File: src/rtl/bus_interconnect.sv
// Single-master to NUM_SLAVES interconnect: address decode, one outstanding
// access, timeout abort and error logging.

module bus_dec_slot #(
  parameter int ADDR_W = 32
) (
  input  logic [ADDR_W-1:0] addr,
  input  logic [ADDR_W-1:0] base,
  input  logic [ADDR_W-1:0] mask,
  output logic              hit
);
  assign hit = ((addr & mask) == base);
endmodule

module bus_interconnect #(
  parameter int NUM_SLAVES = 4,
  parameter int DATA_W     = 32,
  parameter int ADDR_W     = 32,
  parameter logic [NUM_SLAVES*ADDR_W-1:0] SLAVE_BASE =
    {32'hBFD003F8, 32'hBA000000, 32'h80400000, 32'h80000000},
  parameter logic [NUM_SLAVES*ADDR_W-1:0] SLAVE_MASK =
    {32'hFFFFFFF8, 32'hFFF00000, 32'hFFC00000, 32'hFFC00000},
  parameter int TIMEOUT    = 255
) (
  input  logic                         clk,
  input  logic                         rst,
  input  logic [ADDR_W-1:0]            m_addr,
  input  logic [DATA_W-1:0]            m_wdata,
  input  logic [DATA_W/8-1:0]          m_be,
  input  logic                         m_re,
  input  logic                         m_we,
  output logic [DATA_W-1:0]            m_rdata,
  output logic                         m_stall,
  output logic                         m_err,
  output logic [NUM_SLAVES-1:0]        s_sel,
  output logic [ADDR_W-1:0]            s_addr,
  output logic [DATA_W-1:0]            s_wdata,
  output logic [DATA_W/8-1:0]          s_be,
  output logic                         s_re,
  output logic                         s_we,
  input  logic [NUM_SLAVES*DATA_W-1:0] s_rdata,
  input  logic [NUM_SLAVES-1:0]        s_ack,
  output logic [ADDR_W-1:0]            err_addr,
  output logic [7:0]                   err_count
);
  localparam int IDX_W = (NUM_SLAVES > 1) ? $clog2(NUM_SLAVES) : 1;
  localparam logic [15:0] TO_LAST = 16'(TIMEOUT - 1);

  typedef enum logic [1:0] {IDLE, ACCESS, DONE} state_t;

  typedef struct packed {
    logic [ADDR_W-1:0]   addr;
    logic [DATA_W-1:0]   wdata;
    logic [DATA_W/8-1:0] be;
    logic                rd;
  } req_t;

  state_t            state, nxt;
  req_t              cur;
  logic [IDX_W-1:0]  idx_q, hit_idx;
  logic [15:0]       cnt;
  logic              err_q, hit_any, req, any, ack, tmo;
  logic              log_err, clr_rd;
  logic [ADDR_W-1:0] log_addr;
  logic [NUM_SLAVES-1:0] hit;

  genvar k;
  generate
    for (k = 0; k < NUM_SLAVES; k++) begin : g_dec
      bus_dec_slot #(.ADDR_W(ADDR_W)) u_dec (
        .addr (m_addr),
        .base (SLAVE_BASE[k*ADDR_W +: ADDR_W]),
        .mask (SLAVE_MASK[k*ADDR_W +: ADDR_W]),
        .hit  (hit[k])
      );
    end
  endgenerate

  // Scan downward so the lowest matching index is the one left standing.
  always_comb begin
    hit_any = 1'b0;
    hit_idx = '0;
    for (int i = NUM_SLAVES - 1; i >= 0; i--) begin
      if (hit[i]) begin
        hit_any = 1'b1;
        hit_idx = IDX_W'(i);
      end
    end
  end

  assign any = m_re | m_we;
  assign req = m_re ^ m_we;
  assign ack = s_ack[idx_q];
  assign tmo = (cnt == TO_LAST);

  always_comb begin
    nxt      = state;
    log_err  = 1'b0;
    log_addr = cur.addr;
    clr_rd   = cur.rd;
    case (state)
      IDLE: if (any) begin
        nxt      = (req && hit_any) ? ACCESS : DONE;
        log_err  = !(req && hit_any);
        log_addr = m_addr;
        clr_rd   = m_re;
      end
      ACCESS: if (ack || tmo) begin
        nxt     = DONE;
        log_err = !ack;
      end
      default: nxt = IDLE;
    endcase
  end

  always_comb begin
    m_stall = (state == ACCESS) || (state == IDLE && any);
    m_err   = (state == DONE) && err_q;
    s_sel   = '0;
    s_addr  = '0;
    s_wdata = '0;
    s_be    = '0;
    s_re    = 1'b0;
    s_we    = 1'b0;
    if (state == ACCESS) begin
      s_sel   = NUM_SLAVES'(1) << idx_q;
      s_addr  = cur.addr & ~SLAVE_MASK[idx_q*ADDR_W +: ADDR_W];
      s_wdata = cur.wdata;
      s_be    = cur.be;
      s_re    = cur.rd;
      s_we    = !cur.rd;
    end
  end

  always_ff @(posedge clk or negedge rst) begin
    if (!rst) begin
      state     <= IDLE;
      cur       <= '0;
      idx_q     <= '0;
      cnt       <= '0;
      err_q     <= 1'b0;
      m_rdata   <= '0;
      err_addr  <= '0;
      err_count <= '0;
    end else begin
      state <= nxt;
      if (state == IDLE && any) begin
        cur   <= '{addr: m_addr, wdata: m_wdata, be: m_be, rd: m_re};
        idx_q <= hit_idx;
        cnt   <= '0;
        err_q <= log_err;
      end
      if (state == ACCESS) begin
        cnt <= cnt + 16'd1;
        if (ack) begin
          m_rdata <= s_rdata[idx_q*DATA_W +: DATA_W];
          err_q   <= 1'b0;
        end else if (tmo) begin
          err_q <= 1'b1;
        end
      end
      if (log_err) begin
        err_addr <= log_addr;
        if (err_count != 8'hFF) err_count <= err_count + 8'd1;
        if (clr_rd) m_rdata <= '0;
      end
    end
  end
endmodule
File: config.mk
export PLATFORM = sky130hd
export DESIGN_NAME = bus_interconnect
export DESIGN_NICKNAME = d
export VERILOG_FILES = /design/src/rtl/bus_interconnect.sv
export SDC_FILE = /design/constraint.sdc
export NUM_CORES = 1
export LEC_CHECK = 0
export ABC_AREA = 1
export CAP_MARGIN = 20
export CELL_PAD_IN_SITES_DETAIL_PLACEMENT = 1
export CELL_PAD_IN_SITES_GLOBAL_PLACEMENT = 2
export CORE_MARGIN = 2
export CORE_UTILIZATION = 23
export CTS_CLUSTER_SIZE = 20
export DETAILED_ROUTE_END_ITERATION = 12
export MAX_ROUTING_LAYER = met4
export PLACE_DENSITY_LB_ADDON = 0.1
export RECOVER_POWER = 25
export SETUP_SLACK_MARGIN = 0.4
export SLEW_MARGIN = 40
export SYNTH_ARGS = -nofsm -noshare
export SYNTH_HDL_FRONTEND = slang
export SYNTH_SLANG_ARGS = --single-unit
File: constraint.sdc
create_clock -name clk -period 2.1 [get_ports clk]
set_clock_uncertainty 0.05 [all_clocks]
set_input_delay 0.21 -clock clk [delete_from_list [all_inputs] [get_ports clk]]
set_output_delay 0.21 -clock clk [all_outputs]
set_load 0.01 [all_outputs]
congestion.png
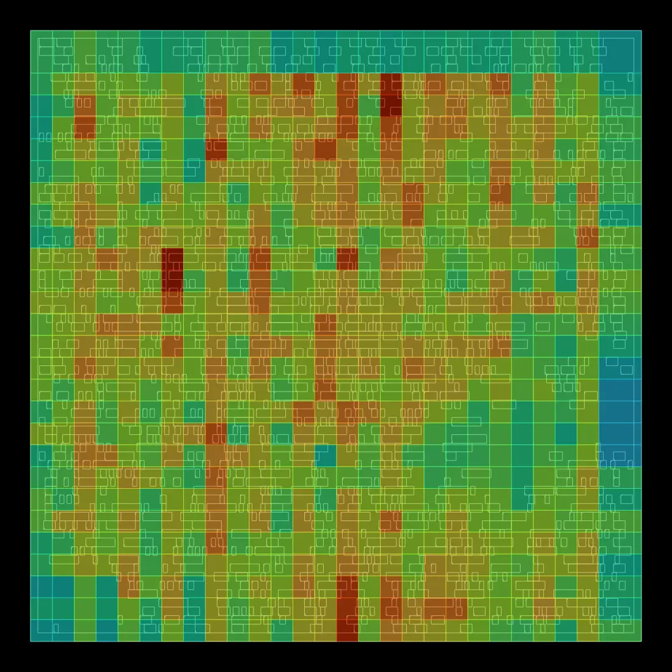
GRT Total Usage: 18.88%
GRT busiest layer: met2
post-DR wirelength/cell: 17.86 µm
met3 usage: 3.837%
M1 GR Usage: 24.25%

cell_density.png
Drawn at 1.5 px/µm. 19 x 19 tiles, from white (low) to dark blue (high), 0 to 100% covered.
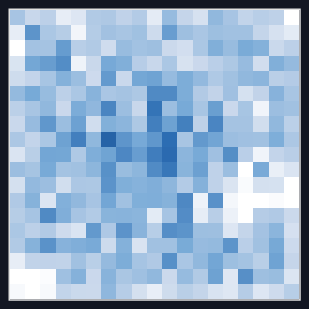
The densest ninth of the die: centre. The fullest tile reaches 80%. 3.3% of the tiles are nearly empty. 0.80% of the tiles are over 75% full. The mean over all tiles is 36%.

clk_routes.png
Drawn at 3 px/µm.
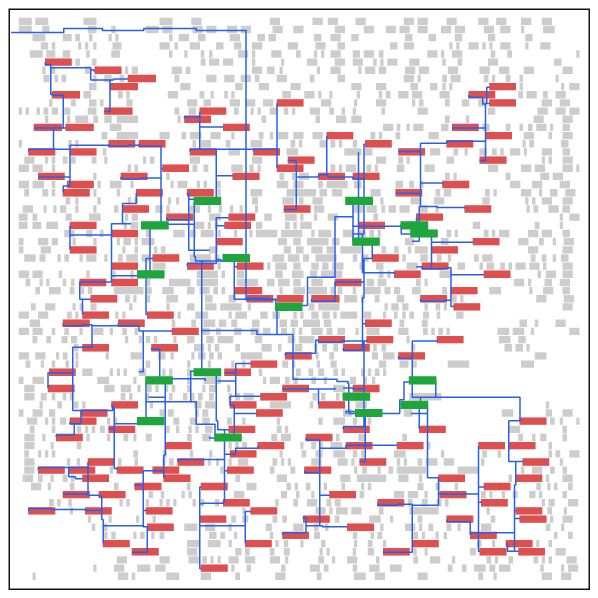
Key: blue = clock wires [length 2710 µm]; red = flip-flops [count 162]; green = clock drivers [count 17]
There are 18 routed clock nets.

power_grid.png
Drawn at 2 px/µm. Pins as bars on the die edge.
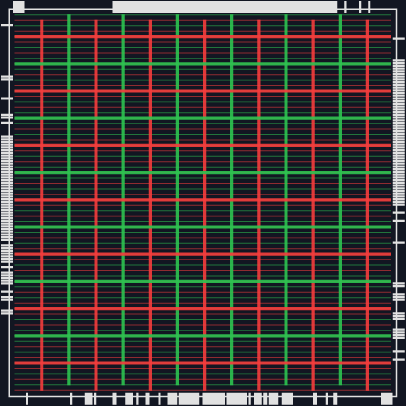
Key: green = VDD; red = VSS
352 signal pins sit on the boundary. 70 met1 rails follow the rows. 13 straps on met4. 13 straps on met5.

layer_met4.png
Drawn at 2 px/µm.
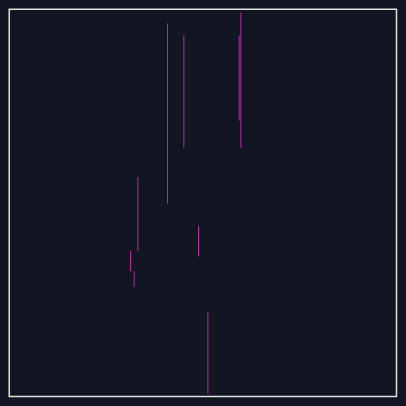
The layer carries 365 µm of wire. 6 nets have wire on it. The wires run mostly vertical. The layer holds 1.1% of the routed length.

==> deck_impl_summary.md <==
Run Summary

Timing
  • Final Slew Violations: 0
  • Fin. Hold Viols: 0
  • Final setup TNS: 0 ns
  • Unrepaired setup endpoints after global routing: yes
  • Worst slew pin tran: roughly 0.75 ns
  • Worst slew margin: 50.18%
  • Final Cycle Share: between 80% and 90%
  • # setup viols final: 0
  • Top achievable clock speed: between 500 and 600 MHz
  • Hold WS: ~0.055 ns

CTS
  • CTS max path bufs: 2
  • H-tree Lvls: 4
  • CTS Root Cell: clkbuf_16
  • Clock Pin Slew Worst Setup and Hold Paths: roughly 0.08 ns
  • TritonCTS clock tree: yes
  • Latency at later pin: between 0.4 and 0.5 ns
  • Postcts setup bufs: 19
  • PostCTS Resize Cnt: about 360
  • CTS Buf Count: 17
  • Sink Count: approximately 160
  • Hold-fix buffers, CTS: 1

Placement
  • GPL Wtd Cong: 0.7770
  • Port bufs: ~340
  • Post-Place Cells: 1862
  • HPWL Detailed: between 20000 and 25000 µm
  • Pre-CTS setup slack: -0.2081 ns

Global routing
  • Pin count of the biggest net entering global routing: about 53
  • Number of global-route vias before repair: 8771
  • Initial antenna violation count: 2
  • Met2 Usage GRT: a little under a third
  • First-pass GRT wire length: ~52000 µm
  • Gr ovfl total: 0

Synth
  • Basic Gates by Area: 25.11%
  • Flip-flops with a built-in enable: 0
  • Yosys aoi share: between 10% and 20%
  • Yosys cell count: 1060
  • Chip area line of the yosys report: slightly above 8000 µm²
  • Dominant register cell: dfrtp_1
  • YS warnings: 0
  • Adders+Majority by Area: less than 1%
  • Synthesized flop and latch total: about 160
  • Distinct lib cells: 34
  • Avg Synthesized Cell Area: ~7.7 µm²
  • Cells after Synth: around 1100
  • Mux area share: 0.2441%
  • Netlist Area Pre-Place: between 8000 and 9000 µm²
  • Xor/xnor share: less than 1%

Pwr
  • Comb power: 2260 µW
  • Clock network power: between 3000 and 4000 µW
  • Clk network pwr share: between 30% and 40%
  • Sequential Power: 3810 µW
  • Part of the power in registers: about two fifths
  • Switching Fraction: approximately 31%
  • Heaviest power group: sequential cells
  • Switch Pwr: about 2900 µW
  • Pwr dens: about 670 nW/µm²
  • Highest ir drop seen on vdd: between 0.5 and 0.6 mV
  • Power Total: 9310 µW

Route
  • Final ANT Viol Nets: 0
  • Drt total wl: 34610 µm
  • Top layer in use: met4
  • Detailed Routing Iterations Pass 1: 4
  • Met2 Routed Length: ~17000 µm
  • Vias: between 8000 and 9000
  • Met1 WL: between 15000 and 20000 µm
  • Met3 wire len: between 1500 and 2000 µm
  • Initial DRC count: about 340

Worst setup path
  • Setup crit end kind: output pin
  • Slowest stage cell on the critical path: dfrtp_2
  • Worst Path Max Fanout: 9
  • Critical path class: flop to output pin
  • Critical Path Source: state[1]
  • WP depth: 6
  • Crit path to: s_wdata[27]
  • Worst flop-to-flop path endpoint: err_count[6]
  • Worst-case reg-to-reg path depth: 11
  • R2R setup slack: around 0.28 ns
  • Arrival time worst endpoint: roughly 1.6 ns
  • CP Launch Type: flop

Final layout
  • Most common logic cells in the final layout: nand2_1, clkdlybuf4s50_1, dfrtp_1
  • Fin util: between 30% and 40%
  • Finished Cell Area: approximately 14000 µm²
  • Max reg flops: a little under 70
  • Nets: 1670
  • Area growth syn-to-layout: 68.92%
  • Share of layout cells above drive strength 1: 21.29%

Die
  • Die x size: 192.8 µm
  • Core ar.: 35310 µm²
  • Chip height: about 190 µm
  • Pre-Place Util: ~23%

Min path
  • Worst min-delay path endpoint: cur[65]
  • Worst Hold Class: input pin to flop
  • Min-Delay Path Depth: 3

Run status
  • Status: complete, no violations

Run
  • Max cap viols: 0
## cells in the mapped netlist, types with 4 or more instances
master	count	area (µm²)
a21boi_2	7	78.83
buf_4	17	127.6
a22oi_1	33	247.7
nand3_1	56	280.3
dfrtp_1	162	4054
inv_1	81	304.0
nor2_1	91	341.6
buf_2	7	35.03
o21ai_1	31	155.2
nand2_1	349	1310
xor2_1	7	61.31
o21ai_0	75	375.4
a21boi_1	25	187.7
nor3_1	6	30.03
nand4_1	5	31.28
clkbuf_1	39	146.4
a21oi_1	37	185.2
ha_1	4	50.05
## final cells by class
type                       instances  area, µm²
timing repair buffer             442       4355
timing repair inverter             1      6.256
inverter                          84      337.8
fill                            4179      21460
clock inverter                    14      166.4
sequential                       162       4064
antenna                            2      5.005
clock buffer                      18      429.2
multi-input combinational        754       3911
tap                              461      576.8
Power and IR drop assume default switching activity.
